Fig. 1: run 1, cell placement
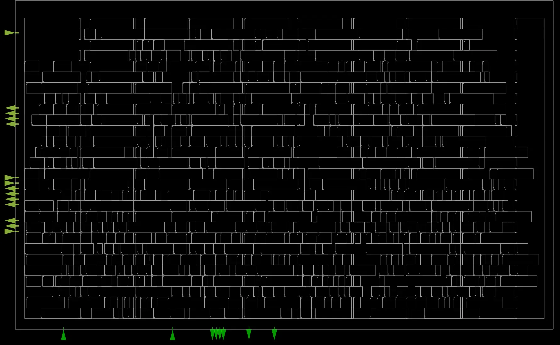
Fig. 2: run 1, wiring by layer
Scale bar: 50 um.
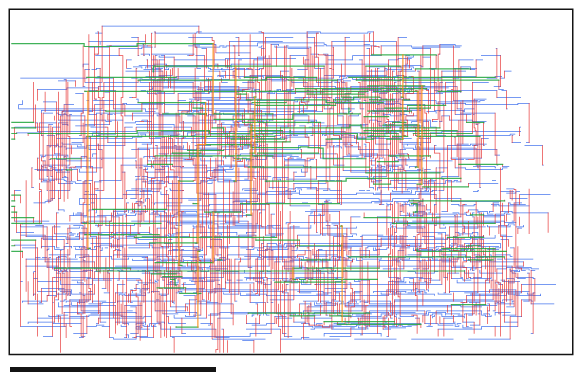
Fig. 3: run 1, wires at chosen ports, followed through buffers
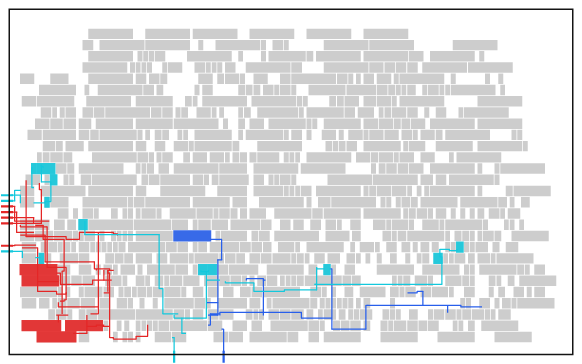
Fig. 4: run 1, I/O pins on the die edge
Pins as bars across the die edge, other pins in grey.
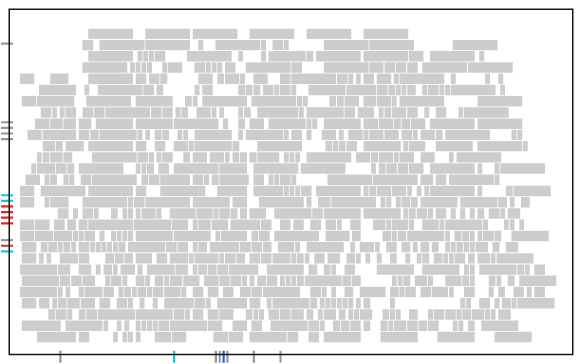
File: src/rtl/note_sequencer.sv
// Button-driven melody recorder: EDIT mode selects pitches and appends them to a
// small song buffer, PLAY mode loops the buffer at a fixed note duration.
//
// state | meaning
// EDIT  | pitch select and note append; tone disabled
// PLAY  | buffer stepped every STEP_CYCLES cycles and looped; tone enabled
module note_sequencer #(
    parameter int DEPTH       = 16,
    parameter int NOTE_W      = 4,
    parameter int STEP_CYCLES = 12_500_000,
    localparam int LEN_W      = $clog2(DEPTH + 1),
    localparam int IDX_W      = $clog2(DEPTH)
) (
    input  logic              clk,
    input  logic              reset_n,
    input  logic [3:0]        button_pulse,
    output logic [NOTE_W-1:0] cur_note,
    output logic              note_valid,
    output logic              playing,
    output logic [IDX_W-1:0]  play_idx,
    output logic [LEN_W-1:0]  song_len,
    output logic              full
);

    localparam int               TMR_W    = $clog2(STEP_CYCLES);
    localparam logic [TMR_W-1:0] TMR_LOAD = TMR_W'(STEP_CYCLES - 1);
    localparam logic [LEN_W-1:0] LEN_FULL = LEN_W'(DEPTH);

    typedef enum logic {
        EDIT = 1'b0,
        PLAY = 1'b1
    } state_t;

    state_t             state_q, state_d;
    logic [NOTE_W-1:0]  sel_pitch_q, sel_pitch_d;
    logic [TMR_W-1:0]   timer_q, timer_d;
    logic [IDX_W-1:0]   play_idx_q, play_idx_d;
    logic [LEN_W-1:0]   song_len_q, song_len_d;
    logic               full_q, full_d;
    logic [NOTE_W-1:0]  cur_note_q, cur_note_d;
    logic               playing_q, playing_d;
    logic               note_valid_q, note_valid_d;

    logic [NOTE_W-1:0]  mem_q [DEPTH];
    logic               mem_we;
    logic [IDX_W-1:0]   mem_waddr;
    logic [NOTE_W-1:0]  mem_wdata;
    logic               idx_last;

    assign idx_last = (LEN_W'(play_idx_q) == song_len_q - LEN_W'(1));

    always_comb begin
        state_d     = state_q;
        sel_pitch_d = sel_pitch_q;
        timer_d     = timer_q;
        play_idx_d  = play_idx_q;
        song_len_d  = song_len_q;
        mem_we      = 1'b0;
        mem_waddr   = song_len_q[IDX_W-1:0];
        mem_wdata   = sel_pitch_q;

        unique case (state_q)
            EDIT: begin
                if (button_pulse[3] && song_len_q != '0) begin
                    state_d    = PLAY;
                    play_idx_d = '0;
                    timer_d    = TMR_LOAD;
                end else begin
                    // Store uses the pitch from before any same-cycle change.
                    if (button_pulse[2] && !full_q) begin
                        mem_we     = 1'b1;
                        song_len_d = song_len_q + LEN_W'(1);
                    end
                    if (button_pulse[0] && !button_pulse[1] && sel_pitch_q != '1) begin
                        sel_pitch_d = sel_pitch_q + NOTE_W'(1);
                    end else if (button_pulse[1] && !button_pulse[0] && sel_pitch_q != '0) begin
                        sel_pitch_d = sel_pitch_q - NOTE_W'(1);
                    end
                end
            end
            PLAY: begin
                if (button_pulse[3]) begin
                    state_d    = EDIT;
                    timer_d    = '0;
                    play_idx_d = '0;
                end else if (timer_q == '0) begin
                    timer_d    = TMR_LOAD;
                    play_idx_d = idx_last ? '0 : play_idx_q + IDX_W'(1);
                end else begin
                    timer_d = timer_q - TMR_W'(1);
                end
            end
            default: state_d = EDIT;
        endcase

        playing_d    = (state_d == PLAY);
        note_valid_d = (state_d == PLAY);
        full_d       = (song_len_d == LEN_FULL);
        // Buffer is frozen in PLAY, so reading mem_q with the next index is safe.
        cur_note_d   = (state_d == PLAY) ? mem_q[play_idx_d] : sel_pitch_d;
    end

    always_ff @(posedge clk or negedge reset_n) begin
        if (!reset_n) begin
            state_q      <= EDIT;
            sel_pitch_q  <= '0;
            timer_q      <= '0;
            play_idx_q   <= '0;
            song_len_q   <= '0;
            full_q       <= 1'b0;
            cur_note_q   <= '0;
            playing_q    <= 1'b0;
            note_valid_q <= 1'b0;
        end else begin
            state_q      <= state_d;
            sel_pitch_q  <= sel_pitch_d;
            timer_q      <= timer_d;
            play_idx_q   <= play_idx_d;
            song_len_q   <= song_len_d;
            full_q       <= full_d;
            cur_note_q   <= cur_note_d;
            playing_q    <= playing_d;
            note_valid_q <= note_valid_d;
        end
    end

    // Song storage is deliberately not reset; song_len gates what is reachable.
    always_ff @(posedge clk) begin
        if (mem_we) begin
            mem_q[mem_waddr] <= mem_wdata;
        end
    end

    assign cur_note   = cur_note_q;
    assign note_valid = note_valid_q;
    assign playing    = playing_q;
    assign play_idx   = play_idx_q;
    assign song_len   = song_len_q;
    assign full       = full_q;

endmodule

File: config.mk
export PLATFORM = sky130hd
export DESIGN_NAME = note_sequencer
export DESIGN_NICKNAME = d
export VERILOG_FILES = /design/src/rtl/note_sequencer.sv
export SDC_FILE = /design/constraint.sdc
export NUM_CORES = 1
export LEC_CHECK = 0
export ABC_AREA = 1
export CORE_ASPECT_RATIO = 0.6
export CORE_MARGIN = 2
export CORE_UTILIZATION = 55
export DETAILED_ROUTE_END_ITERATION = 10
export PLACE_DENSITY = 0.76
export SLEW_MARGIN = 20
export SYNTH_ARGS = -nofsm -noshare
export SYNTH_HDL_FRONTEND = slang
export SYNTH_SLANG_ARGS = --single-unit
File: constraint.sdc
create_clock -name clk -period 2.2 [get_ports clk]
set_clock_uncertainty 0.05 [all_clocks]
set_input_delay 0.44 -clock clk [delete_from_list [all_inputs] [get_ports clk]]
set_output_delay 0.44 -clock clk [all_outputs]
set_load 0.02 [all_outputs]
==> flow_summary.yaml, run 1 <==
# yosys + openroad results
grt:
  grt_pass1_wl_mm: 25.6
  gr-total-overflow: 0
pwr:
  ir_drop_uv: 817
  p_leak_nw: 3.32
  p_per_area_nw_per_um2: 930
  power_w: 0.00703
placement:
  gp_congestion: 0.932
  dpl_cell_area_um2: 6780
routing:
  drt-initial-drc-count: 562
  dr.pass1.iters: 5
final_timing:
  finalHoldViolations: 0
  finalSetupViolCount: 4
  max_freq_ghz: 0.431
  tightest_slew_ns: 0.572
  period_needed_ns: 2.32
  slew_violations: 0
  fin_ws_ns: -0.120
  rsz0062_at_grt: "true"
  period_used_share: 1.05
layout:
  post-route-cell-area_um2: 7560
  layout-drive-gt1-share: 0.311
setup_path:
  ff2ff_setup_slack_ns: -0.12
  arrival_ns: 2.51
  crit_required_ns: 2.39
  criticalPathCategory: "reg2reg"
  critPathLaunchType: "register"
  cp-end-kind: "register"
status:
  violations: "negative setup slack"
  status: "complete, but fails checks"
clocking:
  clk_pin_slew_ns: 0.07
  h-tree-depth: 3
  cts.sinks: 107
  cts_buffer_depth: 2
synth:
  top_area_cell: "edfxtp_1"
  synth-seq-cells: 107
  top_area_frac: 0.333
  top_cells_by_count: "127 x nand2_1, 77 x inv_1, 70 x nand3_1, 64 x edfxtp_1, 54 x nor2_1"
  syn-num-nets: 630
  syn_area_um2: 5770
  yosysWarnings: 0
  ys_cells: 615
  avgSynthCellArea_um2: 9.37
  synth-edff-count: 64
  ys_area_um2: 5770
  ys_seq_share: 0.520
floorplan:
  die_area_um2: 11300
run:
  warning_count: 33
About Fig. 1:
Well Taps: 135
area of the core: 10000 um^2
flop count: 107
Post-Layout Cell Count: 880

About Fig. 2:
legend:
  metal 3:
    colour: green
    wire_length: 1880 um
  metal 1:
    colour: blue
    wire_length: 7280 um
  metal 2:
    colour: red
    wire_length: 7230 um
  metal 4:
    colour: orange
    wire_length: 293 um
total wire length: 16.7 mm
per-cell routed wire length: 19.0 um
Overall Global Routing Usage: 0.298

About Fig. 3:
legend:
  playing:
    colour: blue
    bits: 1
    direction: output
    edge: bottom
    end_cells: 1
    buffers: 2
    wire: 148 um
  button_pulse:
    colour: cyan
    bits: 4
    direction: input
    edge: 3 left, 1 bottom
    end_cells: 11
    buffers: 6
    wire: 193 um
  song_len:
    colour: red
    bits: 5
    direction: output
    edge: left
    end_cells: 5
    buffers: 9
    wire: 316 um
IO Port Bufs: 21
Ports: 22

About Fig. 4:
legend:
  song_len:
    colour: red
    pins: 5
    direction: output
    edge: left
  button_pulse:
    colour: cyan
    pins: 4
    direction: input
    edge: 3 left, 1 bottom
  playing:
    colour: blue
    pins: 1
    direction: output
    edge: bottom
Die Y: 83.3 um
width of the die: 136 um

## run 1: cell usage in the layout, fill, tap and decap left out, types with 20 or more instances in the layout
master / count
buf_4: 94
clkdlybuf4s50_1: 20
dfrtp_1: 41
edfxtp_1: 64
inv_1: 72
nand2_1: 119
nand3_1: 46
nand3_2: 35
nand3b_1: 25
nor2_1: 45
## run 1: cells by family (layout without fill, tap and decap cells)
logic type      Yosys count  after routing  share of synthesized area
simple gates            335            335                      0.301
fa+ha+maj                 9              9                     0.0195
mux                       1              1                    0.00174
buf+inv                 100            229                     0.0773
compound gates           45             46                     0.0532
flops                   107            107                      0.520
xor+xnor                 18             18                     0.0273
## run 1: power breakdown
group	leakage [nW]	switching (W)	total [W]	internal, W
combinational	2.08	0.00155	0.00258	0.00102
clock	0.144	0.000733	0.00162	0.000886
sequential	1.10	0.000249	0.00283	0.00258
total	3.32	0.00254	0.00703	0.00449
## run 1: stage by stage
stage / TNS, ns / setup slack, ns / instances / hold WS [ns] / util
2_1_floorplan: 0 / 0.0169 / 615 / 0.0944 / -
3_3_place_gp: -3.96 / -0.201 / 849 / 0.407 / 0.677
3_5_place_dp: -6.13 / -0.243 / 849 / 0.412 / 0.677
4_1_cts: -0.173 / -0.0518 / 873 / 0.0335 / 0.726
5_1_grt: -0.898 / -0.228 / 880 / 0.0677 / 0.754
6_report: -0.398 / -0.120 / 880 / 0.0298 / 0.754
## run 1: registers in the layout (all words and copies together), names as in the netlist
register / flops
note_valid: 1
play_idx: 4
mem_q: 64
cur_note: 4
mem_wdata: 4
full: 1
song_len: 5
timer_q: 24
## run 1: critical path, cell delays in order, from the launching register on
cell and delay, ns:
dfrtp_1 0.40, inv_2 0.09, ha_4 0.13, inv_1 0.05, nor2_2 0.07, nand2_1 0.07, nor2_2 0.12, nand3_2 0.11
nand2_2 0.12, nand2_4 0.09, nand2_8 0.14, clkbuf_16 0.18, nand3b_1 0.14, nand3_2 0.11, nand3_2 0.07, nand3_2 0.09
nand2_1 0.06, nand2_1 0.06, nand2_1 0.05
## run 1: timing repair
item / 4_1_cts / 5_1_grt
hold buffers: 0 / 0
gates resized: 25 / 42
gates cloned: 2 / 3
setup endpoints to repair: 29 / 73
pin swaps: 8 / 9
buffers inserted: 6 / 4
## run 1: cell type report
type / instances / area [um^2] / share of cell area
Sequential cell: 107 / 3000 / 0.397
Multi-Input combinational cell: 409 / 2600 / 0.344
Timing Repair Buffer: 127 / 1160 / 0.153
Inverter: 86 / 332 / 0.0439
Clock buffer: 10 / 229 / 0.0303
Tap cell: 135 / 169 / 0.0223
Clock inverter: 6 / 65.1 / 0.00861
## run 1: routing by layer
metal,global-route usage,wire (um),share of wire
met1,0.442,7280,0.44
met2,0.434,7230,0.43
met3,0.0904,1880,0.11
met4,0.0616,292,0.018
met5,0,0,0
## run 1: final timing paths
path	to	cells after the start	from
worst max-delay path	cur_note[2]	18	timer_q[1]
worst min-delay path	full	1	reset_n
worst max register to register	cur_note[2]	18	timer_q[1]
worst min register to register	mem_q[15][3]	0	mem_wdata[3]
max in group asynchronous	timer_q[18]	2	reset_n
min in group clk	mem_q[15][3]	0	mem_wdata[3]
## Run 2: what changed since run 1
Settings changed: CTS_BUF_LIST set to sky130_fd_sc_hd__clkbuf_16, SLEW_MARGIN 20 to 10.
==> run 2 against run 1 <==
  * Global-route usage is the same
  * Maximum frequency down 0.16%
  * Sequential power is essentially flat
  * Core utilization did not move
  * Design area unchanged
  * Register-to-register slack about the same
  * Setup slack lost 0.0038 ns
  * The run still ends with negative setup slack left
  * Total power is essentially flat
==> flow_summary.yaml, run 2 <==
# yosys + openroad results
setup_path:
  r2r.worst_path.cells: 18
  crit_required_ns: 2.39
  ff2ff_setup_slack_ns: -0.12
  reg2reg_from: "timer_q[1]"
  critPathLaunchType: "register"
  arrival_ns: 2.51
  cp-end-kind: "register"
  criticalPathCategory: "reg2reg"
  reg2reg_to: "cur_note[2]"
floorplan:
  die_h_um: 83.3
  core_um2: 10000
  fp.dieW_um: 136
  ios: 22
  die_area_um2: 11300
synth:
  most_common_cell: "nand2_1"
  top_area_frac: 0.333
  top_cells_by_count: "127 x nand2_1, 77 x inv_1, 70 x nand3_1, 64 x edfxtp_1, 54 x nor2_1"
  ys_cells: 615
  ys_area_um2: 5770
  syn-num-nets: 630
  synth_cell_type_count: 48
  syn_area_um2: 5770
  ys.flop_type: "edfxtp_1"
  ys_seq_share: 0.520
  yosysWarnings: 0
  top_area_cell: "edfxtp_1"
  avgSynthCellArea_um2: 9.37
  synth-seq-cells: 107
  synth-edff-count: 64
final_timing:
  rsz0062_at_grt: "true"
  finalSetupViolCount: 4
  fin_ws_ns: -0.124
  period_used_share: 1.06
  tns_ns: -0.428
  slew_violations: 0
  period_needed_ns: 2.32
  max_freq_ghz: 0.430
  finalHoldViolations: 0
  tightest_slew_ns: 0.573
placement:
  pre_cts_slack_ns: -0.243
  dpl_cell_area_um2: 6780
  portBuffers: 21
  dp.cells: 849
  gp_congestion: 0.932
status:
  status: "complete, but fails checks"
  violations: "negative setup slack"
pwr:
  p_per_area_nw_per_um2: 929
  p_leak_nw: 3.33
  ir_drop_uv: 819
layout:
  final_util: 0.754
  largest_register: "mem_q"
  final_cells: 880
  post-route-cell-area_um2: 7560
  seqCellArea_um2: 3000
  most-common-layout-cells: "119 x nand2_1, 94 x buf_4, 73 x inv_1, 64 x edfxtp_1, 46 x nand3_1"
  logic_area_um2: 2600
  fillCellCount: 656
  largest_reg_flops: 64
  layout_top_cell: "nand2_1"
  layout-drive-gt1-share: 0.311
grt:
  grtUsageTotal: 0.298
  grt_busiest_layer: "met1"
  grt_pass1_wl_mm: 25.6
  use_met3: 0.0904
  use_met2: 0.434
  met1_usage: 0.442
clocking:
  clk_pin_slew_ns: 0.07
  cts_tree: "built"
  root_buffer: "clkbuf_16"
  cts_buffer_depth: 2
  hold_buffers: 0
  cts.sinks: 107
  h-tree-depth: 3
routing:
  dr.pass1.iters: 8
  drt-initial-drc-count: 562
run:
  warning_count: 33
==> run 2: metal layers <==
layer | up-vias | part of all wire | wire length, um
met5 | - | 0 | 0
met4 | 0 | 0.016 | 262
met1 | 2422 | 0.44 | 7370
met2 | 274 | 0.44 | 7290
met3 | 36 | 0.11 | 1770
li1 | 2306 | - | -
==> run 2: area by class of cell <==
| type | count | share of cell area |
|---|---|---|
| tap | 135 | 0.0223 |
| clock buffer | 9 | 0.0298 |
| timing repair buffer | 127 | 0.153 |
| clock inverter | 7 | 0.00910 |
| inverter | 86 | 0.0439 |
| sequential | 107 | 0.397 |
| multi-input combinational | 409 | 0.344 |
==> run 2: through the flow <==
step	hold slack, ns	total power, W
3_3_place_gp	0.407	0.00510
3_5_place_dp	0.412	0.00517
6_report	0.0323	0.00702
4_1_cts	0.0335	0.00683
2_1_floorplan	0.0944	0.00402
5_1_grt	0.0677	0.00734
==> run 2: how the worst max path moves through the flow <==
| stage | startpoint | end | slack, ns | depth (start not counted) |
|---|---|---|---|---|
| 2_1_floorplan | song_len[0] | cur_note[0] | 0.02 | 16 |
| 3_3_place_gp | button_pulse[3] | cur_note[3] | -0.20 | 14 |
| 3_5_place_dp | button_pulse[3] | cur_note[2] | -0.24 | 13 |
| 4_1_cts | song_len[0] | cur_note[3] | -0.05 | 18 |
| 5_1_grt | song_len[0] | cur_note[0] | -0.23 | 18 |
| 6_report | timer_q[1] | cur_note[2] | -0.12 | 18 |
==> run 2: repair_timing <==
action	in CTS	in global routing
pin swaps	8	9
cloned	2	3
gates resized	25	42
buffers inserted	6	4
setup endpoints to repair	29	73
==> run 2: worst max-delay path: stages (launching register included) <==
cell	delay [ns]
dfrtp_1	0.40
inv_2	0.09
ha_4	0.13
inv_1	0.05
nor2_2	0.07
nand2_1	0.07
nor2_2	0.12
nand3_2	0.11
nand2_2	0.12
nand2_4	0.09
nand2_8	0.15
clkbuf_16	0.18
nand3b_1	0.14
nand3_2	0.11
nand3_2	0.07
nand3_2	0.09
nand2_1	0.06
nand2_1	0.06
nand2_1	0.05
==> run 2: where the power goes <==
part           switching [W]  internal [W]
sequential          0.000248       0.00258
combinational        0.00156       0.00102
clock               0.000731      0.000882
==> run 2: kinds of logic after synthesis <==
family / Yosys count / share of synthesized area
fa+ha+maj: 9 / 0.0195
compound gates: 45 / 0.0532
flops: 107 / 0.520
simple gates: 335 / 0.301
xor+xnor: 18 / 0.0273
buf+inv: 100 / 0.0773
mux: 1 / 0.00174
Fig. 5: run 2, clock wires, drivers and flops
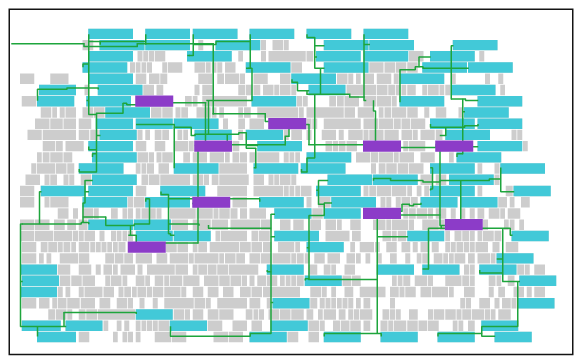
legend:
  flip-flops:
    colour: cyan
    count: 107
  clock wires:
    colour: green
    length: 1190 um
  clock drivers:
    colour: purple
    count: 9
flops lie: all over the die
routed clock nets: 10

Fig. 6: run 2, wires at chosen ports, followed through buffers
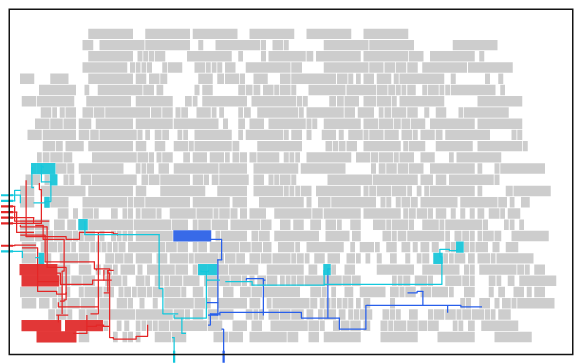
legend:
  playing:
    colour: blue
    bits: 1
    direction: output
    edge: bottom
    end_cells: 1
    buffers: 2
    wire: 148 um
  song_len:
    colour: red
    bits: 5
    direction: output
    edge: left
    end_cells: 5
    buffers: 9
    wire: 316 um
  button_pulse:
    colour: cyan
    bits: 4
    direction: input
    edge: 3 left, 1 bottom
    end_cells: 11
    buffers: 6
    wire: 186 um

Fig. 7: run 2, wiring by layer
Scale bar: 50 um.
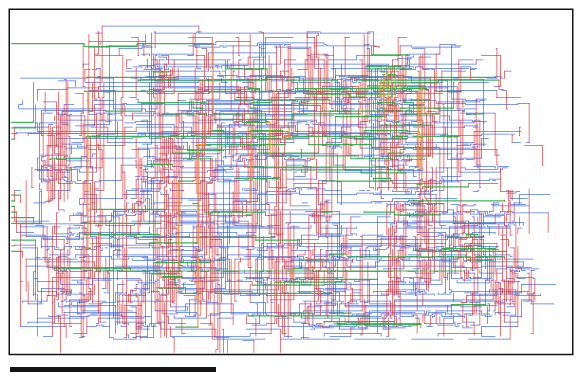
legend:
  metal 2:
    colour: red
    wire_length: 7290 um
  metal 1:
    colour: blue
    wire_length: 7370 um
  metal 3:
    colour: green
    wire_length: 1770 um
  metal 4:
    colour: orange
    wire_length: 262 um
per-cell routed wire length: 19.0 um
DR vias: 5038
total wire length: 16.7 mm

Power figures rest on the tool's default switching activity, not on a simulated workload.
